--- src/rtl/switch_pkg.sv ---
// Shared switch types: buffer pointer width, VOQ defaults
// and the dequeue scheduler state encoding.
package switch_pkg;

    localparam int ADDR_W    = 8;
    localparam int VOQ_DEPTH = 16;
    localparam int NUM_VOQ   = 4;

    typedef enum logic [2:0] {
        REQ,
        WAIT,
        ISSUE,
        BUSY,
        FREE
    } sched_state_t;

endpackage

--- src/rtl/voq_rr_ptr.sv ---
// Modulo-NUM_VOQ round-robin index register.
// Ports: clk, rst_n (sync, active-low); advance steps idx to its
// successor; load sets idx to the successor of load_idx; idx is the
// registered index; idx_next is the value idx takes at the next edge.
module voq_rr_ptr
    import switch_pkg::*;
#(
    parameter  int NUM_VOQ = switch_pkg::NUM_VOQ,
    localparam int IW      = $clog2(NUM_VOQ)
) (
    input  logic          clk,
    input  logic          rst_n,
    input  logic          advance,
    input  logic          load,
    input  logic [IW-1:0] load_idx,
    output logic [IW-1:0] idx,
    output logic [IW-1:0] idx_next
);

    logic [IW-1:0] idx_q;

    function automatic logic [IW-1:0] succ(input logic [IW-1:0] i);
        return (i == IW'(NUM_VOQ - 1)) ? '0 : i + 1'b1;
    endfunction

    always_comb begin
        idx_next = idx_q;
        unique case (1'b1)
            load:    idx_next = succ(load_idx);
            advance: idx_next = succ(idx_q);
            default: idx_next = idx_q;
        endcase
    end

    always_ff @(posedge clk) begin
        if (!rst_n) idx_q <= '0;
        else        idx_q <= idx_next;
    end

    assign idx = idx_q;

endmodule

--- src/rtl/voq_dequeue_sched.sv ---
// Egress VOQ dequeue scheduler: polls VOQs round-robin, hands each
// pointer to the transmit engine, then returns it to the free list.
// Ports: clk, rst_n (sync, active-low), sched_en_i; VOQ side
// voq_read_req_o / voq_ptr_i / voq_ptr_valid_i; transmit side
// tx_valid_o / tx_ready_i / tx_ptr_o / tx_voq_o / tx_done_i; free
// side free_valid_o / free_ready_i / free_ptr_o; deq_count_o.
// Define VOQ_SCHED_STATS_EN to build the deq_count_o counter.
module voq_dequeue_sched
    import switch_pkg::*;
#(
    parameter  int NUM_VOQ = switch_pkg::NUM_VOQ,
    parameter  int ADDR_W  = switch_pkg::ADDR_W,
    localparam int IW      = $clog2(NUM_VOQ)
) (
    input  logic                             clk,
    input  logic                             rst_n,
    input  logic                             sched_en_i,
    output logic [NUM_VOQ-1:0]               voq_read_req_o,
    input  logic [NUM_VOQ-1:0][ADDR_W-1:0]   voq_ptr_i,
    input  logic [NUM_VOQ-1:0]               voq_ptr_valid_i,
    output logic                             tx_valid_o,
    input  logic                             tx_ready_i,
    output logic [ADDR_W-1:0]                tx_ptr_o,
    output logic [IW-1:0]                    tx_voq_o,
    input  logic                             tx_done_i,
    output logic                             free_valid_o,
    input  logic                             free_ready_i,
    output logic [ADDR_W-1:0]                free_ptr_o,
    output logic [31:0]                      deq_count_o
);

    sched_state_t        state;
    logic [NUM_VOQ-1:0]  req_q;
    logic [ADDR_W-1:0]   ptr_q;
    logic [IW-1:0]       voq_q;
    logic                tx_valid_q;
    logic                free_valid_q;
    logic [IW-1:0]       rr_idx;
    logic [IW-1:0]       rr_next;
    logic                empty_probe;
    logic                free_hs;

    function automatic logic [NUM_VOQ-1:0] onehot(
        input logic [IW-1:0] i
    );
        logic [NUM_VOQ-1:0] v;
        v    = '0;
        v[i] = 1'b1;
        return v;
    endfunction

    assign empty_probe = (state == WAIT) && !voq_ptr_valid_i[rr_idx];
    assign free_hs     = (state == FREE) && free_ready_i;

    voq_rr_ptr #(
        .NUM_VOQ (NUM_VOQ)
    ) u_rr (
        .clk      (clk),
        .rst_n    (rst_n),
        .advance  (empty_probe),
        .load     (free_hs),
        .load_idx (voq_q),
        .idx      (rr_idx),
        .idx_next (rr_next)
    );

    // The read strobe is registered: it is set on the edge that enters
    // (or idles in) REQ, so REQ with req_q!=0 is the strobe cycle and
    // REQ with req_q==0 is the parked cycle.
    always_ff @(posedge clk) begin
        if (!rst_n) begin
            state        <= REQ;
            req_q        <= '0;
            ptr_q        <= '0;
            voq_q        <= '0;
            tx_valid_q   <= 1'b0;
            free_valid_q <= 1'b0;
        end else begin
            req_q <= '0;
            unique case (state)
                REQ: begin
                    if (|req_q)          state <= WAIT;
                    else if (sched_en_i) req_q <= onehot(rr_idx);
                end
                WAIT: begin
                    if (voq_ptr_valid_i[rr_idx]) begin
                        ptr_q      <= voq_ptr_i[rr_idx];
                        voq_q      <= rr_idx;
                        tx_valid_q <= 1'b1;
                        state      <= ISSUE;
                    end else begin
                        state <= REQ;
                        if (sched_en_i) req_q <= onehot(rr_next);
                    end
                end
                ISSUE: begin
                    if (tx_ready_i) begin
                        tx_valid_q <= 1'b0;
                        state      <= BUSY;
                    end
                end
                BUSY: begin
                    if (tx_done_i) begin
                        free_valid_q <= 1'b1;
                        state        <= FREE;
                    end
                end
                FREE: begin
                    if (free_ready_i) begin
                        free_valid_q <= 1'b0;
                        state        <= REQ;
                        if (sched_en_i) req_q <= onehot(rr_next);
                    end
                end
                default: state <= REQ;
            endcase
        end
    end

    assign voq_read_req_o = req_q;
    assign tx_valid_o     = tx_valid_q;
    assign tx_ptr_o       = ptr_q;
    assign tx_voq_o       = voq_q;
    assign free_valid_o   = free_valid_q;
    assign free_ptr_o     = ptr_q;

`ifdef VOQ_SCHED_STATS_EN
    logic [31:0] cnt_q;

    always_ff @(posedge clk) begin
        if (!rst_n)       cnt_q <= '0;
        else if (free_hs) cnt_q <= cnt_q + 32'd1;
    end

    assign deq_count_o = cnt_q;
`else
    assign deq_count_o = '0;
`endif

endmodule

--- config.mk ---
export PLATFORM = sky130hd
export DESIGN_NAME = voq_dequeue_sched
export DESIGN_NICKNAME = d
export VERILOG_FILES = /design/src/rtl/switch_pkg.sv /design/src/rtl/voq_rr_ptr.sv /design/src/rtl/voq_dequeue_sched.sv
export SDC_FILE = /design/constraint.sdc
export NUM_CORES = 1
export LEC_CHECK = 0
export CAP_MARGIN = 20
export CORE_UTILIZATION = 39
export DETAILED_ROUTE_END_ITERATION = 7
export MAX_ROUTING_LAYER = met4
export PLACE_DENSITY = 0.86
export SETUP_SLACK_MARGIN = 0.2
export SYNTH_ARGS = -nofsm -noshare
export SYNTH_HDL_FRONTEND = slang
export SYNTH_SLANG_ARGS = --single-unit
--- constraint.sdc ---
create_clock -name clk -period 3.4 [get_ports clk]
set_clock_uncertainty 0.1 [all_clocks]
set_input_delay 0.85 -clock clk [delete_from_list [all_inputs] [get_ports clk]]
set_output_delay 0.85 -clock clk [all_outputs]
set_load 0.01 [all_outputs]
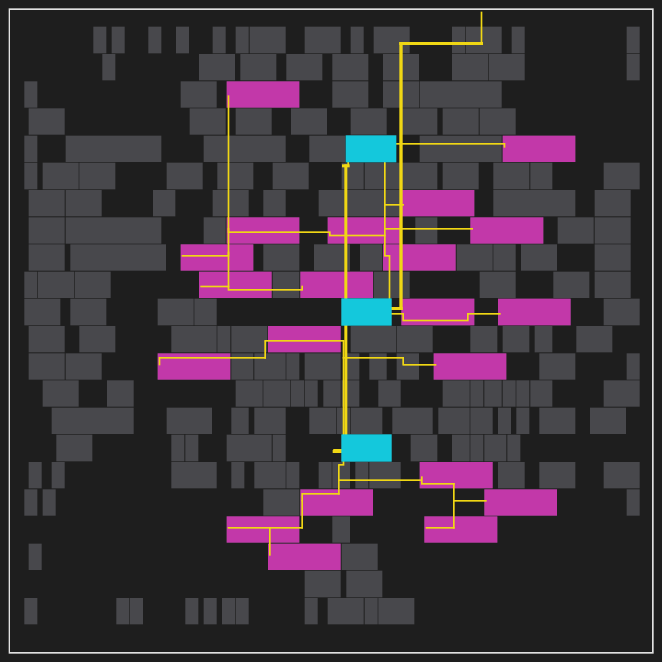
*Clock distribution, run 1*
Scale: 10 px per um.
legend:
  magenta:
    item: flip-flops
    count: 21
  cyan:
    item: clock drivers
    count: 3
  yellow:
    item: clock wires
    length: 274 um
routed clock nets: 4

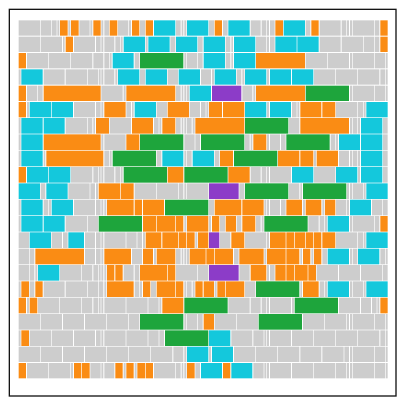
*Placed cells, one colour a class, run 1*
Scale: 6 px per um. Fill, decap, tap and diode cells in grey.
legend:
  cyan:
    class: remaining buffers and delay cells
    cells: 66
  purple:
    class: clock drivers and dummy loads
    cells: 4
  orange:
    class: combinational and other logic
    cells: 118
  green:
    class: sequential cells
    cells: 21

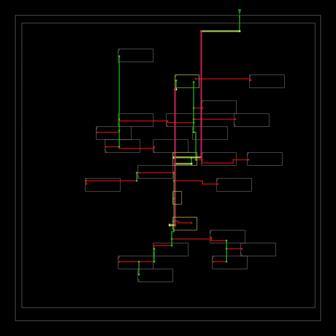
*The clock network, run 1*
flip-flops: 21
CTS Buf Count: 3
Latency at later pin: 0.26 ns
Clk. pwr: 0.166 mW
clk_buf instances: 3

==> out/metrics.csv, run 1 <==
stage;metric;value;unit
outcome;status;finished, final reports clean;
logic_synthesis;Post-Synthesis Cells;154;
timing;post-layout period usage;75.5;%
routing;1st-pass router iterations;4;
place;Post-DP HPWL;2290;um
clocking;Hold Buf Count CTS;0;
global_route;pin count of the biggest net entering global routing;19;
logic_synthesis;largest area contributor in the netlist;dfxtp_1;
timing;RSZ-0062 raised after global routing;no;
global_route;grt ovf;0;
place;Placed Cells;253;
global_route;vias in the first global route;1068;
logic_synthesis;Ys Warns;0;
clocking;CTS Buffer Depth;2;
logic_synthesis;Post-synth EDFFs;0;
clocking;postcts setup bufs;0;
timing;setup ws final;0.833;ns
logic_synthesis;Synth async-reset ratio;0;%
floorplanning;# rows;22;
routing;vias;1170;
routing;wire per inst;11.2;um
logic_synthesis;top cells by area;dfxtp_1 28%, buf_4 21%, mux4_2 9.0%, mux2i_1 6.6%, mux4_1 5.2%;
place;gpl congestion;0.794;
power;PwrDens;412;nW/um2
routing;Antenna Nets Post-Route;0;
floorplanning;core box area;3690;um2
worst_setup_path;Worst Setup Start Kind;input pin;
logic_synthesis;syn_area_per_cell;9.80;um2
worst_setup_path;Setup CP Type;input pin to flop;
timing;total negative slack;0;ns
timing;Worst slew margin;53.3;%
timing;Achievable Freq;390;MHz
hold_path;worst min path class;flop to flop;
logic_synthesis;Cell Type Count;34;
routing;drt via density;4.55;
flow_run;tool warnings;29;
run 1: Yosys cell counts (5+ instances only):
cell type and count:
dfxtp_1 21, nor2b_1 11, nand2_1 7, inv_1 6, ha_1 5, mux2i_1 10, buf_4 42, mux4_2 6
nor2_1 7
run 1: metal layers:
metal  up-vias  track usage [%]  routed length, um
met5         -                -                  0
met4         0             8.06                 55
met3         5             1.96                200
met2        58             25.4               1420
met1       534             16.5               1200
li1        573                -                  -
run 1: cell type report:
class | instances | area (um2) | area share [%]
Sequential cell | 21 | 420 | 20.5
Clock inverter | 1 | 5.00 | 0.244
Clock buffer | 3 | 41.3 | 2.01
Multi-Input combinational cell | 112 | 845 | 41.2
Tap cell | 48 | 60.1 | 2.93
Inverter | 6 | 22.5 | 1.10
Timing Repair Buffer | 66 | 658 | 32.1
run 1: critical path, stage by stage:
cell             delay, ns
clkdlybuf4s50_1       0.39
mux4_2                0.52
nand3_1               0.52
mux2i_1               0.26
nor2b_1               0.07
run 1: metrics by stage:
stage	util [%]	hold slack, ns	area, um2	total power, mW
floorplan	-	0.389	1630	0.586
global placement	54.4	0.375	2010	0.681
detailed placement	54.4	0.379	2010	0.688
CTS	55.6	0.391	2050	0.853
global route	55.6	0.413	2050	0.902
finish	55.6	0.384	2050	0.846
run 1: cell families after synthesis:
family | count (synthesis) | synth area share, %
buf+inv | 52 | 23.9
flops | 21 | 27.9
simple gates | 40 | 14.9
fa+ha+maj | 5 | 4.15
compound gates | 16 | 8.13
mux | 19 | 20.8
other cells | 1 | 0.249
run 1: final timing paths:
path | start | to | slack [ns]
max reg2reg | u_rr.idx[1]$_SDFF_PN0_ | tx_voq_o[1]$_SDFFE_PN0P_ | 1.18
max | voq_ptr_valid_i[3] | tx_voq_o[1]$_SDFFE_PN0P_ | 0.83
min | tx_valid_o$_SDFFE_PN0P_ | tx_valid_o$_SDFFE_PN0P_ | 0.38
min reg2reg | tx_valid_o$_SDFFE_PN0P_ | tx_valid_o$_SDFFE_PN0P_ | 0.38
run 1: state kept, by name (all words and copies together) (netlist names):
name	count
voq_read_req_o	4
tx_voq_o	2
state	3
free_ptr_o	8
u_rr.idx	2
free_valid_o	1
tx_valid_o	1
run 1: power breakdown:
group / internal [mW] / switching (mW) / total, mW
Combinational: 0.211 / 0.155 / 0.367
Sequential: 0.281 / 0.0327 / 0.313
Clock: 0.0818 / 0.0846 / 0.166
### Layout detail, run 1

Window x 20 to 45, y 20 to 45 um. Cells in grey, sequential cells in the stronger grey; small squares are vias.
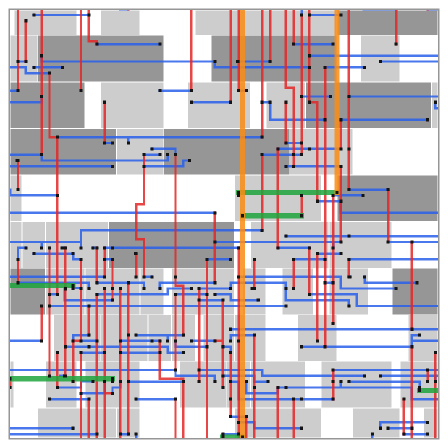

==> run 2: changes to the inputs <==
--- a/config.mk
+++ b/config.mk
@@ -6,10 +6,10 @@
 export NUM_CORES = 1
 export LEC_CHECK = 0
 export CAP_MARGIN = 20
-export CORE_UTILIZATION = 39
+export CORE_UTILIZATION = 36
 export DETAILED_ROUTE_END_ITERATION = 7
 export MAX_ROUTING_LAYER = met4
-export PLACE_DENSITY = 0.86
+export PLACE_DENSITY = 0.8
 export SETUP_SLACK_MARGIN = 0.2
 export SYNTH_ARGS = -nofsm -noshare
 export SYNTH_HDL_FRONTEND = slang
==> constraint.sdc (replaced) <==
create_clock -name clk -period 2.5 [get_ports clk]
set_clock_uncertainty 0.1 [all_clocks]
set_input_delay 0.625 -clock clk [delete_from_list [all_inputs] [get_ports clk]]
set_output_delay 0.625 -clock clk [all_outputs]
set_load 0.01 [all_outputs]
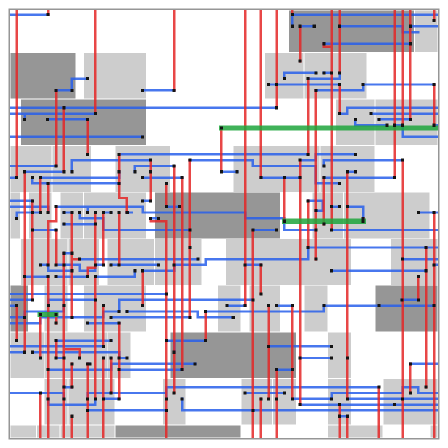
*Layout detail, run 2*
Window x 21 to 46, y 21 to 46 um. Cells in grey, sequential cells in the stronger grey; small squares are vias.
legend:
  green:
    layer: metal 3
  red:
    layer: metal 2
  blue:
    layer: metal 1
netlist names of flops here include: voq_read_req_o (2)
cells with their middle in the window: 42
most frequent: nor2_1 (6), dfxtp_1 (5), nand2_1 (3)
sequential cells in the window: 5

==> out/metrics.csv, run 2 <==
stage;metric;value;unit
outcome;status;finished, final reports clean;
routing;vias;1189;
routing;WL final;2960;um
power;P_int;0.799;mW
global_route;grt ovf;0;
timing;Achievable Freq;446;MHz
logic_synthesis;Post-synth EDFFs;0;
routing;1st-pass router iterations;6;
global_route;vias in the first global route;998;
logic_synthesis;xor/xnor share;0;%
logic_synthesis;yosys adder share;4.15;%
timing;RSZ-0062 raised after global routing;no;
power;Reg power frac;35.8;%
hold_path;worst min path class;flop to flop;
logic_synthesis;top cells by area;dfxtp_1 28%, buf_4 21%, mux4_2 9.0%, mux2i_1 6.6%, mux4_1 5.2%;
worst_setup_path;Setup CP Type;input pin to flop;
routing;wire per inst;11.2;um
power;Power Total;1.17;mW
finish;FILL cells;397;
place;Placed Cells;260;
worst_setup_path;Worst Setup Start Kind;input pin;
timing;post-layout period usage;89.7;%
logic_synthesis;Compound Share, Synth;8.13;%
power;Clock Power Share;18.9;%
flow_run;tool warnings;29;
logic_synthesis;comb area leader;buffers and inverters;
routing;drt via density;4.50;
finish;max reg flops;8;
routing;Starting DRT DRC Count;38;
logic_synthesis;top cells by count;42 x buf_4, 21 x dfxtp_1, 11 x nor2b_1;
logic_synthesis;area fraction in mux cells;20.8;%
place;Post-DP HPWL;2360;um
worst_setup_path;reg2reg setup slack;0.54;ns
logic_synthesis;Post-Synthesis Cells;154;
clocking;CTS Buf Count;3;
logic_synthesis;syn_area_per_cell;9.80;um2
clocking;Latency at later pin;0.26;ns
worst_setup_path;Critical Path AT;2.30;ns
power;Comb pwr share;45.3;%
finish;Layout Utilization;52.7;%
logic_synthesis;Basic Gates by Area;14.9;%
power;switching portion of total power;31.6;%
global_route;pin count of the biggest net entering global routing;18;
logic_synthesis;Synth async-reset ratio;0;%
logic_synthesis;dominant cell by count in the synthesized netlist;buf_4;
floorplanning;# rows;23;
clocking;CTS Buffer Depth;2;
floorplanning;core box area;4000;um2
logic_synthesis;Ys Warns;0;
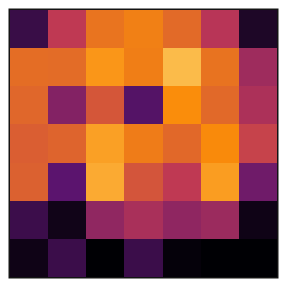
*Cell density map, run 2*
Scale: 4 px per um. The die is cut into 7 by 7 equal tiles; black is low, pale yellow is high, 0 to 100% covered.
tiles over 75% full: 12%
fullest tile: 85%
densest ninth of the die: top middle
nearly empty tiles: 8.2%
mean over tiles: 46%

## run 2: cell type report
type | count | area, um2 | area share, %
Multi-Input combinational cell | 112 | 845 | 40.1
Timing Repair Buffer | 71 | 713 | 33.8
Sequential cell | 21 | 420 | 19.9
Tap cell | 50 | 62.6 | 2.97
Clock buffer | 4 | 45.0 | 2.14
Inverter | 6 | 22.5 | 1.07
## run 2: worst paths after layout
check / depth (start not counted) / endpoint / from
min: 2 / tx_valid_o$_SDFFE_PN0P_ / tx_valid_o$_SDFFE_PN0P_
max: 5 / voq_read_req_o[3]$_SDFF_PN0_ / voq_ptr_valid_i[1]
max reg2reg: 7 / voq_read_req_o[2]$_SDFF_PN0_ / u_rr.idx[0]$_SDFF_PN0_
min reg2reg: 2 / tx_valid_o$_SDFFE_PN0P_ / tx_valid_o$_SDFFE_PN0P_
## run 2: what timing repair did
action	in CTS	in global routing
resized	0	2
hold buffers	0	0
buffers inserted	0	0
setup endpoints to repair	0	1
endpoints found under the hold margin	0	0
## run 2: critical path: stages
cell and delay, ns:
clkdlybuf4s50_1 0.40, mux4_2 0.51, o21a_1 0.22, a221o_1 0.32, a22o_1 0.22
## run 2: kinds of logic (layout without fill, tap and decap cells)
group,Yosys count,in the layout
compound gates,16,16
fa+ha+maj,5,5
flops,21,21
mux,19,19
other cells,1,32
buf+inv,52,81
simple gates,40,40
## run 2: power by group through the flow
| stage | Clock [mW] | Sequential, mW | Combinational [mW] |
|---|---|---|---|
| 2_1_floorplan | 0 | 0.435 | 0.363 |
| 3_3_place_gp | 0 | 0.424 | 0.527 |
| 3_5_place_dp | 0 | 0.425 | 0.534 |
| 4_1_cts | 0.226 | 0.419 | 0.535 |
| 5_1_grt | 0.242 | 0.426 | 0.577 |
| 6_report | 0.220 | 0.418 | 0.529 |
## run 2: routing by layer
layer	global-route usage, %	vias up	part of all wire (%)
met5	-	-	0
met4	4.79	0	0
met3	2.23	0	5.8
met2	22.9	52	51
met1	16.0	552	43
li1	-	585	-
## run 2: stage by stage
| stage | worst slack, ns | TNS [ns] | instance area, um2 |
|---|---|---|---|
| finish | 0.258 | 0 | 2110 |
| global route | 0.202 | 0 | 2110 |
| detailed placement | -0.0258 | -0.0258 | 2060 |
| CTS | 0.249 | 0 | 2100 |
| floorplan | 0.329 | 0 | 1630 |
| global placement | 0.00395 | 0 | 2060 |
### The clock network, run 2

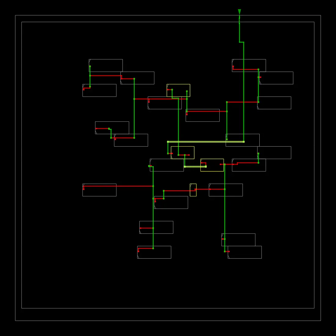

==> run 3: changes to the inputs <==
--- a/config.mk
+++ b/config.mk
@@ -8,6 +8,7 @@
 export CAP_MARGIN = 20
 export CORE_UTILIZATION = 36
 export DETAILED_ROUTE_END_ITERATION = 7
+export GPL_TIMING_DRIVEN = 0
 export MAX_ROUTING_LAYER = met4
 export PLACE_DENSITY = 0.8
 export SETUP_SLACK_MARGIN = 0.2
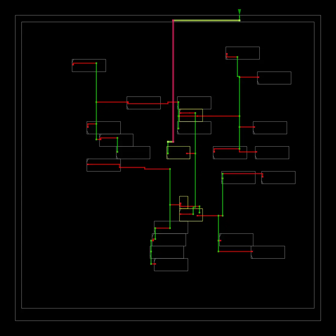
*The clock network, run 3*
Sink Count: 21
Clk. pwr: 0.226 mW

==> out/metrics.csv, run 3 <==
stage;metric;value;unit
outcome;status;finished, final reports clean;
routing;wire per inst;11.0;um
clocking;Hold Buf Count CTS;0;
worst_setup_path;crit-path max cell delay;0.38;ns
worst_setup_path;worst path cell trace;buf_6, clkbuf_2, inv_1, ha_1, inv_1, o32a_1, nor3b_4, a22o_1;
place;DP Area;2340;um2
power;Power Total;1.27;mW
finish;Layout Utilization;61.3;%
routing;Antenna Nets Post-Route;0;
finish;post-layout instance area;2450;um2
logic_synthesis;Compound Share, Synth;8.13;%
place;Place WS;-0.101;ns
timing;total negative slack;0;ns
logic_synthesis;comb area leader;buffers and inverters;
logic_synthesis;Cell Type Count;34;
clocking;Latency at later pin;0.26;ns
logic_synthesis;Post-Synthesis Cells;154;
routing;1st-pass router iterations;4;
worst_setup_path;Setup CP Type;flop to flop;
logic_synthesis;top cells by count;42 x buf_4, 21 x dfxtp_1, 11 x nor2b_1;
routing;drt via density;4.38;
logic_synthesis;Synth async-reset ratio;0;%
hold_path;worst min path class;flop to flop;
logic_synthesis;yosys adder share;4.15;%
clocking;CTS Buffer Depth;2;
timing;setup ws final;0.337;ns
timing;RSZ-0062 raised after global routing;no;
logic_synthesis;xor/xnor share;0;%
global_route;grt ovf;0;
timing;Achievable Freq;462;MHz
global_route;pin count of the biggest net entering global routing;13;
logic_synthesis;Basic Gates by Area;14.9;%
worst_setup_path;Critical Path AT;2.22;ns
global_route;vias in the first global route;1124;
clocking;CTS Buf Count;3;
logic_synthesis;Post-synth EDFFs;0;
place;Placed Cells;300;
place;Post-DP HPWL;2690;um
finish;max reg flops;8;
finish;FILL cells;355;
timing;worst-case hold slack;0.402;ns
floorplanning;core box area;4000;um2
routing;vias;1350;
routing;WL final;3370;um
logic_synthesis;Ys Warns;0;
logic_synthesis;top cells by area;dfxtp_1 28%, buf_4 21%, mux4_2 9.0%, mux2i_1 6.6%, mux4_1 5.2%;
place;gpl congestion;0.822;
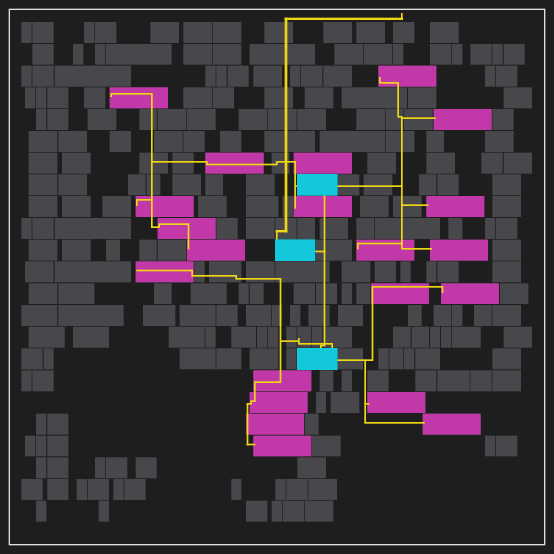
*Clock distribution, run 3*
Scale: 8 px per um.
legend:
  magenta:
    item: flip-flops
    count: 21
  cyan:
    item: clock drivers
    count: 3
  yellow:
    item: clock wires
    length: 281 um
routed clock nets: 4

## run 3: cell counts after synthesis
Identical to the previous run, type by type.
## run 3: path summary, 6_finish.rpt
path,from,endpoint,slack [ns],cells after the start
hold / removal,tx_valid_o$_SDFFE_PN0P_,tx_valid_o$_SDFFE_PN0P_,0.40,2
setup reg to reg,u_rr.idx[0]$_SDFF_PN0_,voq_read_req_o[1]$_SDFF_PN0_,0.34,8
setup / recovery,u_rr.idx[0]$_SDFF_PN0_,voq_read_req_o[1]$_SDFF_PN0_,0.34,8
hold reg to reg,tx_valid_o$_SDFFE_PN0P_,tx_valid_o$_SDFFE_PN0P_,0.40,2
## run 3: worst reg2reg max path, stage by stage (launching register included)
cell and delay [ns]:
dfxtp_1 0.38, buf_6 0.14, clkbuf_2 0.29, inv_1 0.11, ha_1 0.30, inv_1 0.05
o32a_1 0.32, nor3b_4 0.17, a22o_1 0.20
## run 3: metal layers
| metal | up-vias | track usage [%] | wire length, um |
|---|---|---|---|
| li1 | 674 | - | - |
| met5 | - | - | 0 |
| met2 | 54 | 26.1 | 1750 |
| met1 | 620 | 17.9 | 1410 |
| met4 | 0 | 4.79 | 26 |
| met3 | 2 | 1.54 | 185 |
## run 3: where the power goes
group / total (mW) / internal [mW] / switching (mW)
Clock: 0.226 / 0.111 / 0.115
Sequential: 0.417 / 0.382 / 0.0352
Combinational: 0.626 / 0.372 / 0.254
## run 3: layout make-up
type	count	area (um2)	share of cell area, %
inverters	6	22.5	0.919
flip-flops and latches	21	420	17.2
plain buffers	46	344	14.0
clock inverters	1	5.00	0.204
multi-input cells	112	861	35.1
well taps	50	62.6	2.55
clock buffers	3	41.3	1.68
repair buffers	69	694	28.3
## run 3: what timing repair did
item | in CTS | in global routing
cloned | 0 | 1
pin swaps | 1 | 2
gates resized | 2 | 10
endpoints found under the hold margin | 0 | 0
endpoints found under the setup margin | 5 | 11
setup buffers | 2 | 1
## run 3: cells by family (layout without fill, tap and decap cells)
logic type	Yosys count	in the layout
AND-OR/OR-AND	16	16
buffers and inverters	52	125
multiplexers	19	19
AND/OR/NAND/NOR	40	40
other	1	32
adder cells (fa/ha/maj)	5	5
flip-flops	21	21
Power and IR drop assume default switching activity.
